M1 wires:
Drawn at 8 px/um. Supply wires on this layer in gray.
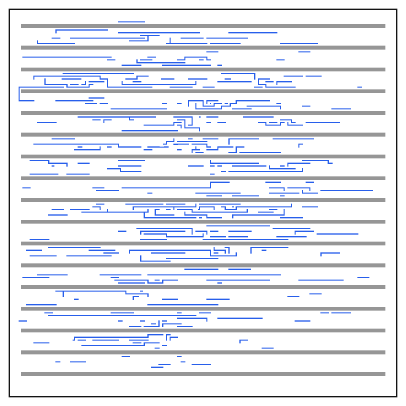
The metal 2 layer:
Drawn at 6 px/um.
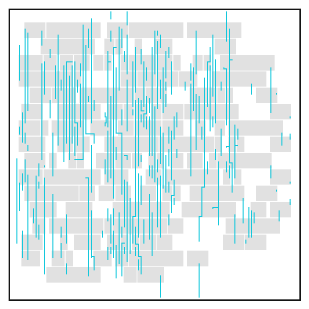
## config.mk

```make
export PLATFORM = sky130hd
export DESIGN_NAME = tw_sched64
export DESIGN_NICKNAME = d
export VERILOG_FILES = /design/src/rtl/tw_sched64.sv
export SDC_FILE = /design/constraint.sdc
export NUM_CORES = 1
export LEC_CHECK = 0
export CAP_MARGIN = 40
export CORE_UTILIZATION = 49
export DETAILED_ROUTE_END_ITERATION = 10
export PLACE_DENSITY = 0.82
export SLEW_MARGIN = 15
export SYNTH_ARGS = -nofsm -noshare
export SYNTH_HDL_FRONTEND = slang
export SYNTH_SLANG_ARGS = --single-unit
```

## constraint.sdc

```tcl
create_clock -name clk -period 1.5 [get_ports clk]
set_input_delay 0.15 -clock clk [delete_from_list [all_inputs] [get_ports clk]]
set_output_delay 0.15 -clock clk [all_outputs]
set_load 0.005 [all_outputs]
```

## src/rtl/tw_sched64.sv

```systemverilog
// tw_sched64: twiddle-index scheduler for a 64-sample frame.
// Walks the sample counter n over accepted samples, drives the twiddle unit
// with a registered enable/index/direction, and tracks the twiddle-unit
// latency so o_done lands the cycle after the last o_out_valid of a frame.
// Optional feature: define TW_SCHED64_BYPASS_FLAG_EN to add o_tw_byp, which
// flags samples whose twiddle factor is trivially 1+0j.
// Handshake: a sample transfers on a rising clk edge where i_valid && o_ready;
// o_ready is high only in RUN, and i_valid carries no hold obligation.
module tw_sched64 #(
   parameter int NS       = 64,  // frame length; only 64 is supported
   parameter int MULT_LAT = 1    // twiddle-unit latency, 1..4
) (
   input  logic       clk,
   input  logic       rst_async_n,
   input  logic       i_start,
   input  logic       i_inv,
   input  logic       i_valid,
   output logic       o_ready,
   output logic       o_tw_en,
   output logic [5:0] o_tw_idx,
   output logic       o_tw_inv,
   output logic       o_sof,
   output logic       o_eof,
   output logic       o_out_valid,
   output logic       o_busy,
   output logic       o_done,
   output logic       o_err,
`ifdef TW_SCHED64_BYPASS_FLAG_EN
   output logic       o_tw_byp,
`endif
   output logic [1:0] o_dbg_state
);

   typedef enum logic [1:0] {
      S_IDLE  = 2'd0,
      S_RUN   = 2'd1,
      S_FLUSH = 2'd2
   } state_t;

   localparam logic [5:0] LAST_IDX   = 6'(NS - 1);
   localparam logic [2:0] FLUSH_LAST = 3'(MULT_LAT);

   state_t              state_q;
   state_t              state_d;
   logic [5:0]          n_q;
   logic [2:0]          flush_cnt_q;
   logic [MULT_LAT-1:0] vld_sr_q;
   logic                accept;
   logic                last_accept;
   logic                flush_end;

   assign accept      = i_valid && (state_q == S_RUN);
   assign last_accept = accept && (n_q == LAST_IDX);
   // FLUSH spans the registered enable cycle plus MULT_LAT multiplier cycles.
   assign flush_end   = (state_q == S_FLUSH) && (flush_cnt_q == FLUSH_LAST);

   assign o_ready     = (state_q == S_RUN);
   assign o_busy      = (state_q != S_IDLE);
   assign o_out_valid = vld_sr_q[MULT_LAT-1];
   assign o_dbg_state = state_q;

   // State register.
   always_ff @(posedge clk or negedge rst_async_n) begin
      if (!rst_async_n) state_q <= S_IDLE;
      else              state_q <= state_d;
   end

   // Next-state logic; i_start outside IDLE never affects sequencing.
   always_comb begin
      state_d = state_q;
      case (state_q)
         S_IDLE:  if (i_start)     state_d = S_RUN;
         S_RUN:   if (last_accept) state_d = S_FLUSH;
         S_FLUSH: if (flush_end)   state_d = S_IDLE;
         default:                  state_d = S_IDLE;
      endcase
   end

   // Sample counter, registered twiddle-unit controls and frame direction.
   always_ff @(posedge clk or negedge rst_async_n) begin
      if (!rst_async_n) begin
         n_q      <= '0;
         o_tw_en  <= 1'b0;
         o_tw_idx <= '0;
         o_tw_inv <= 1'b0;
         o_sof    <= 1'b0;
         o_eof    <= 1'b0;
      end else begin
         o_tw_en <= accept;
         o_sof   <= 1'b0;
         o_eof   <= 1'b0;
         if ((state_q == S_IDLE) && i_start) begin
            n_q      <= '0;
            o_tw_inv <= i_inv;
         end
         if (accept) begin
            o_tw_idx <= n_q;
            o_sof    <= (n_q == 6'd0);
            o_eof    <= (n_q == LAST_IDX);
            n_q      <= n_q + 6'd1;  // wraps to 0 after the last sample
         end
      end
   end

   // Flush timer, completion pulse and sticky protocol-error flag.
   always_ff @(posedge clk or negedge rst_async_n) begin
      if (!rst_async_n) begin
         flush_cnt_q <= '0;
         o_done      <= 1'b0;
         o_err       <= 1'b0;
      end else begin
         o_done <= flush_end;
         if (state_q == S_FLUSH) flush_cnt_q <= flush_cnt_q + 3'd1;
         else                    flush_cnt_q <= '0;
         if ((i_start && (state_q != S_IDLE)) || (i_valid && (state_q != S_RUN)))
            o_err <= 1'b1;
      end
   end

   // Delay line modelling the twiddle-unit latency on the enable.
   always_ff @(posedge clk or negedge rst_async_n) begin
      if (!rst_async_n) begin
         vld_sr_q <= '0;
      end else begin
         vld_sr_q[0] <= o_tw_en;
         for (int i = 1; i < MULT_LAT; i++) vld_sr_q[i] <= vld_sr_q[i-1];
      end
   end

`ifdef TW_SCHED64_BYPASS_FLAG_EN
   // Trivial twiddle (1+0j) flag, aligned with o_tw_en.
   always_ff @(posedge clk or negedge rst_async_n) begin
      if (!rst_async_n) o_tw_byp <= 1'b0;
      else              o_tw_byp <= accept && ((n_q[5:2] == 4'd0) || (n_q[1:0] == 2'd0));
   end
`endif

endmodule

```

==> run_summary.xml <==
<?xml version="1.0" encoding="UTF-8"?>
<metrics>
  <group name="outcome">
    <metric name="run_status" unit="">complete, no violations</metric>
  </group>
  <group name="detailed_routing">
    <metric name="wl_met2" unit="um">1120</metric>
    <metric name="drt_pass1_iterations" unit="">4</metric>
    <metric name="detailedRoute.firstIterationViolations" unit="">13</metric>
    <metric name="metal1_wirelength" unit="um">892</metric>
    <metric name="ant_nets" unit="">0</metric>
    <metric name="post_drt_wl_per_cell" unit="um">13.3</metric>
    <metric name="remaining_drc_errors" unit="">0</metric>
    <metric name="maxUsedRoutingLayer" unit="">met4</metric>
    <metric name="via_per_inst" unit="">5.28</metric>
    <metric name="met3WireLength" unit="um">85</metric>
  </group>
  <group name="global_route">
    <metric name="grt_pass1_wl" unit="um">3230</metric>
    <metric name="grt_pass1_vias" unit="">767</metric>
    <metric name="busiest_layer" unit="">met2</metric>
    <metric name="grt.overflow.total" unit="">0</metric>
    <metric name="met3_usage" unit="%">3.33</metric>
    <metric name="maximum_number_of_pins_on_one_net_before_global_route_repair" unit="">25</metric>
    <metric name="track_usage" unit="%">20.9</metric>
    <metric name="antenna_found_initial" unit="">0</metric>
  </group>
  <group name="cells_and_area">
    <metric name="drive_above_1_share" unit="%">18.8</metric>
    <metric name="antennaDiodeCount" unit="">0</metric>
    <metric name="layout.buffer.nonclock.area_share" unit="%">23.2</metric>
    <metric name="buffers_excl_clock" unit="">36</metric>
    <metric name="inv_count" unit="">7</metric>
    <metric name="logic_area" unit="um^2">414</metric>
    <metric name="top_area_cell_class" unit="">flip-flops and latches</metric>
    <metric name="fill_cells" unit="">143</metric>
    <metric name="final_non_filler_cell_area" unit="um^2">1430</metric>
    <metric name="final_util" unit="%">72.3</metric>
    <metric name="final_net_count" unit="">144</metric>
    <metric name="clock_buffers" unit="">3</metric>
    <metric name="final_layout_top_logic_cell" unit="">sky130_fd_sc_hd__dfrtp_1</metric>
    <metric name="seq_cell_count" unit="">24</metric>
    <metric name="layout_top_cells_excl_fill_tap" unit="">22 x sky130_fd_sc_hd__dfrtp_1, 17 x sky130_fd_sc_hd__clkdlybuf4s50_1, 15 x sky130_fd_sc_hd__nand2_1</metric>
    <metric name="num-multi-input-gates" unit="">63</metric>
    <metric name="areaGrowthSynthToFinish" unit="%">36.8</metric>
    <metric name="seq_area_share" unit="%">42.1</metric>
    <metric name="clock_network_share_of_area" unit="%">1.57</metric>
    <metric name="layoutNonFillerInstCount" unit="">160</metric>
    <metric name="comb_area_share" unit="%">28.9</metric>
    <metric name="regArea" unit="um^2">603</metric>
  </group>
  <group name="critical_path">
    <metric name="critPathCaptureType" unit="">flip-flop</metric>
    <metric name="cpPeakStageDelay" unit="ns">0.44</metric>
    <metric name="cp.depth" unit="">5</metric>
    <metric name="timing.rr.end" unit="">n_q[4]$_DFFE_PN0P_</metric>
    <metric name="worst-setup-path-type" unit="">flip-flop to flip-flop</metric>
    <metric name="worstPathRequired" unit="ns">1.71</metric>
    <metric name="critPathSlowestCell" unit="">sky130_fd_sc_hd__dfrtp_2</metric>
    <metric name="cp_data_arrival_time" unit="ns">1.69</metric>
    <metric name="cp_max_fo" unit="">5</metric>
    <metric name="path_delay_family" unit="">flip-flops</metric>
    <metric name="timing.critical_path.from" unit="">o_dbg_state[0]$_DFFE_PN0P_</metric>
    <metric name="regToRegSetupSlack" unit="ns">0.02</metric>
    <metric name="startpoint_type" unit="">flip-flop</metric>
    <metric name="worst_setup_path_endpoint" unit="">n_q[4]$_DFFE_PN0P_</metric>
    <metric name="timing.critical_path.buf_inv" unit="">2</metric>
    <metric name="worst_r2r_startpoint" unit="">o_dbg_state[0]$_DFFE_PN0P_</metric>
    <metric name="crit_top_cell" unit="">sky130_fd_sc_hd__buf_4</metric>
    <metric name="r2r_cells" unit="">5</metric>
    <metric name="path_cells" unit="">buf_4 &gt; mux2i_1 &gt; or2_1 &gt; buf_4 &gt; a22o_1</metric>
  </group>
  <group name="yosys">
    <metric name="netlist_logic_family_top" unit="">simple AND/OR/NAND/NOR gates</metric>
    <metric name="synth_flops" unit="">24</metric>
    <metric name="yosys_cells" unit="">97</metric>
    <metric name="top_cells_by_area" unit="">sky130_fd_sc_hd__dfrtp_1 57%, sky130_fd_sc_hd__nand2_1 5.4%, sky130_fd_sc_hd__ha_1 4.8%</metric>
    <metric name="synth_adder_area_share" unit="%">4.78</metric>
    <metric name="floorplan.nets" unit="">106</metric>
    <metric name="ys_warn_count" unit="">0</metric>
    <metric name="xor_area_share" unit="%">1.67</metric>
    <metric name="simple_gate_fraction_of_synth_area" unit="%">17.4</metric>
    <metric name="synth.avg_cell_area" unit="um^2">10.8</metric>
    <metric name="synth-seq-area-share" unit="%">57.3</metric>
    <metric name="syn-cell-area" unit="um^2">1050</metric>
    <metric name="largest_area_cell" unit="">sky130_fd_sc_hd__dfrtp_1</metric>
    <metric name="yosysUniqueCellTypes" unit="">29</metric>
    <metric name="synth.cellmix.compoundShare" unit="%">10.0</metric>
    <metric name="synthDominantCellAreaShare" unit="%">57.3</metric>
    <metric name="yosys-mux-area-fraction" unit="%">4.06</metric>
    <metric name="yosysChipArea" unit="um^2">1050</metric>
    <metric name="syn-instance-count" unit="">97</metric>
  </group>
  <group name="flow_run">
    <metric name="drv_cap" unit="">0</metric>
    <metric name="tool_warnings" unit="">28</metric>
  </group>
  <group name="clock_network">
    <metric name="number_of_sinks_on_the_clock_net" unit="">24</metric>
    <metric name="cts.root.buffer_cell" unit="">sky130_fd_sc_hd__clkbuf_4</metric>
    <metric name="cts-buffers-inserted" unit="">3</metric>
    <metric name="max-clock-path-buffers" unit="">2</metric>
    <metric name="cts-resized-gates" unit="">4</metric>
    <metric name="postCtsSetupBuffers" unit="">5</metric>
    <metric name="ctsHtreeMaxLevel" unit="">1</metric>
    <metric name="cts_hold_bufs" unit="">0</metric>
    <metric name="worst_skew_pair.late_latency" unit="ns">0.31</metric>
    <metric name="clkTransAtPathRegs" unit="ns">0.12</metric>
    <metric name="clock_tree_from_tritoncts" unit="">yes</metric>
  </group>
  <group name="pwr">
    <metric name="switching_power" unit="W">0.000389</metric>
    <metric name="leakage" unit="nW">0.692</metric>
    <metric name="report.power.total" unit="W">0.00142</metric>
    <metric name="power-per-cell-area" unit="nW/um^2">990</metric>
    <metric name="ir_drop_worst_case_vdd" unit="mV">0.655</metric>
    <metric name="p_clk_share" unit="%">19.2</metric>
    <metric name="seqPwrFrac" unit="%">58.4</metric>
    <metric name="power_clock" unit="W">0.000272</metric>
    <metric name="power.combinational.fraction" unit="%">22.5</metric>
    <metric name="comb-power" unit="W">0.000318</metric>
    <metric name="power-top-group" unit="">sequential cells</metric>
    <metric name="swShare" unit="%">27.5</metric>
    <metric name="p_int" unit="W">0.00103</metric>
    <metric name="seq_power" unit="W">0.000828</metric>
  </group>
  <group name="timing">
    <metric name="timing.final.hold_violations" unit="">0</metric>
    <metric name="max_clk_rate" unit="MHz">677</metric>
    <metric name="postLayoutSetupSlackWorst" unit="ns">0.0226</metric>
    <metric name="setup-tns-final" unit="ns">0</metric>
    <metric name="max_slew_violation_total_from_the_final_report" unit="">0</metric>
    <metric name="fin_crit_sh" unit="%">98.5</metric>
    <metric name="worst_slew_pin_tran" unit="ns">0.301</metric>
    <metric name="setup_violations_final" unit="">0</metric>
    <metric name="fin_skew" unit="ns">0.00831</metric>
    <metric name="post_route_minimum_period" unit="ns">1.48</metric>
    <metric name="fin_worst_hold_slack" unit="ns">0.191</metric>
    <metric name="relSlewSlack" unit="%">79.9</metric>
  </group>
  <group name="place">
    <metric name="port_buffers" unit="">21</metric>
    <metric name="number_of_placed_instances_taps_included" unit="">149</metric>
    <metric name="post_dp_cell_area" unit="um^2">1320</metric>
    <metric name="globalplace.congestion" unit="">0.786</metric>
    <metric name="place_worst_setup_slack" unit="ns">-0.0317</metric>
    <metric name="dp.final_hpwl" unit="um">1390</metric>
  </group>
  <group name="worst_hold_path">
    <metric name="hold_path_class" unit="">primary input to async pin</metric>
  </group>
  <group name="floorplan">
    <metric name="tapCellCount" unit="">27</metric>
    <metric name="design.core.area" unit="um^2">1980</metric>
    <metric name="die_width" unit="um">48.2</metric>
    <metric name="ioPinCount" unit="">22</metric>
    <metric name="placementRows" unit="">16</metric>
    <metric name="design.die.area" unit="um^2">2330</metric>
    <metric name="die_h" unit="um">48.2</metric>
    <metric name="floorplan.core_util" unit="%">52.8</metric>
  </group>
</metrics>
About 'M1 wires':
The layer carries 893 um of wire. The layer holds 42% of the routed length. The longest straight run is 18.4 um. The wires run mostly horizontal. 118 nets have wire on it.
global-route met1 utilization: 24.5%
count of vias placed by the detailed router: 844
detailed-route wire length: 2120 um

About 'the metal 2 layer':
The layer holds 53% of the routed length. The layer carries 1,120 um of wire. The wires run mostly vertical.
fraction of met2 tracks used by global routing: 37.6%

-- state kept, by name, summed over array words and instances, names as in the netlist --
name,count
o_tw_en,1
o_sof,1
o_dbg_state,2
o_done,1
o_eof,1
o_tw_idx,6
o_err,1
o_out_valid,1
n_q,6
flush_cnt_q,3
o_tw_inv,1
-- synthesized netlist by cell type, drive strengths merged --
cell    number
a211o        1
a211oi       1
a21o         1
a221o        1
a22o         2
a311oi       1
and3         2
buf          2
clkbuf       1
dfrtp       24
ha           4
inv          7
mux2         2
mux2i        2
nand2       15
nand2b       2
nand3        3
nand3b       1
nor2         8
nor2b        3
nor3         2
o21a         1
o21ai        5
o22ai        2
or2          1
or4b         1
xnor2        2
Power is estimated from default activity; no workload was simulated.
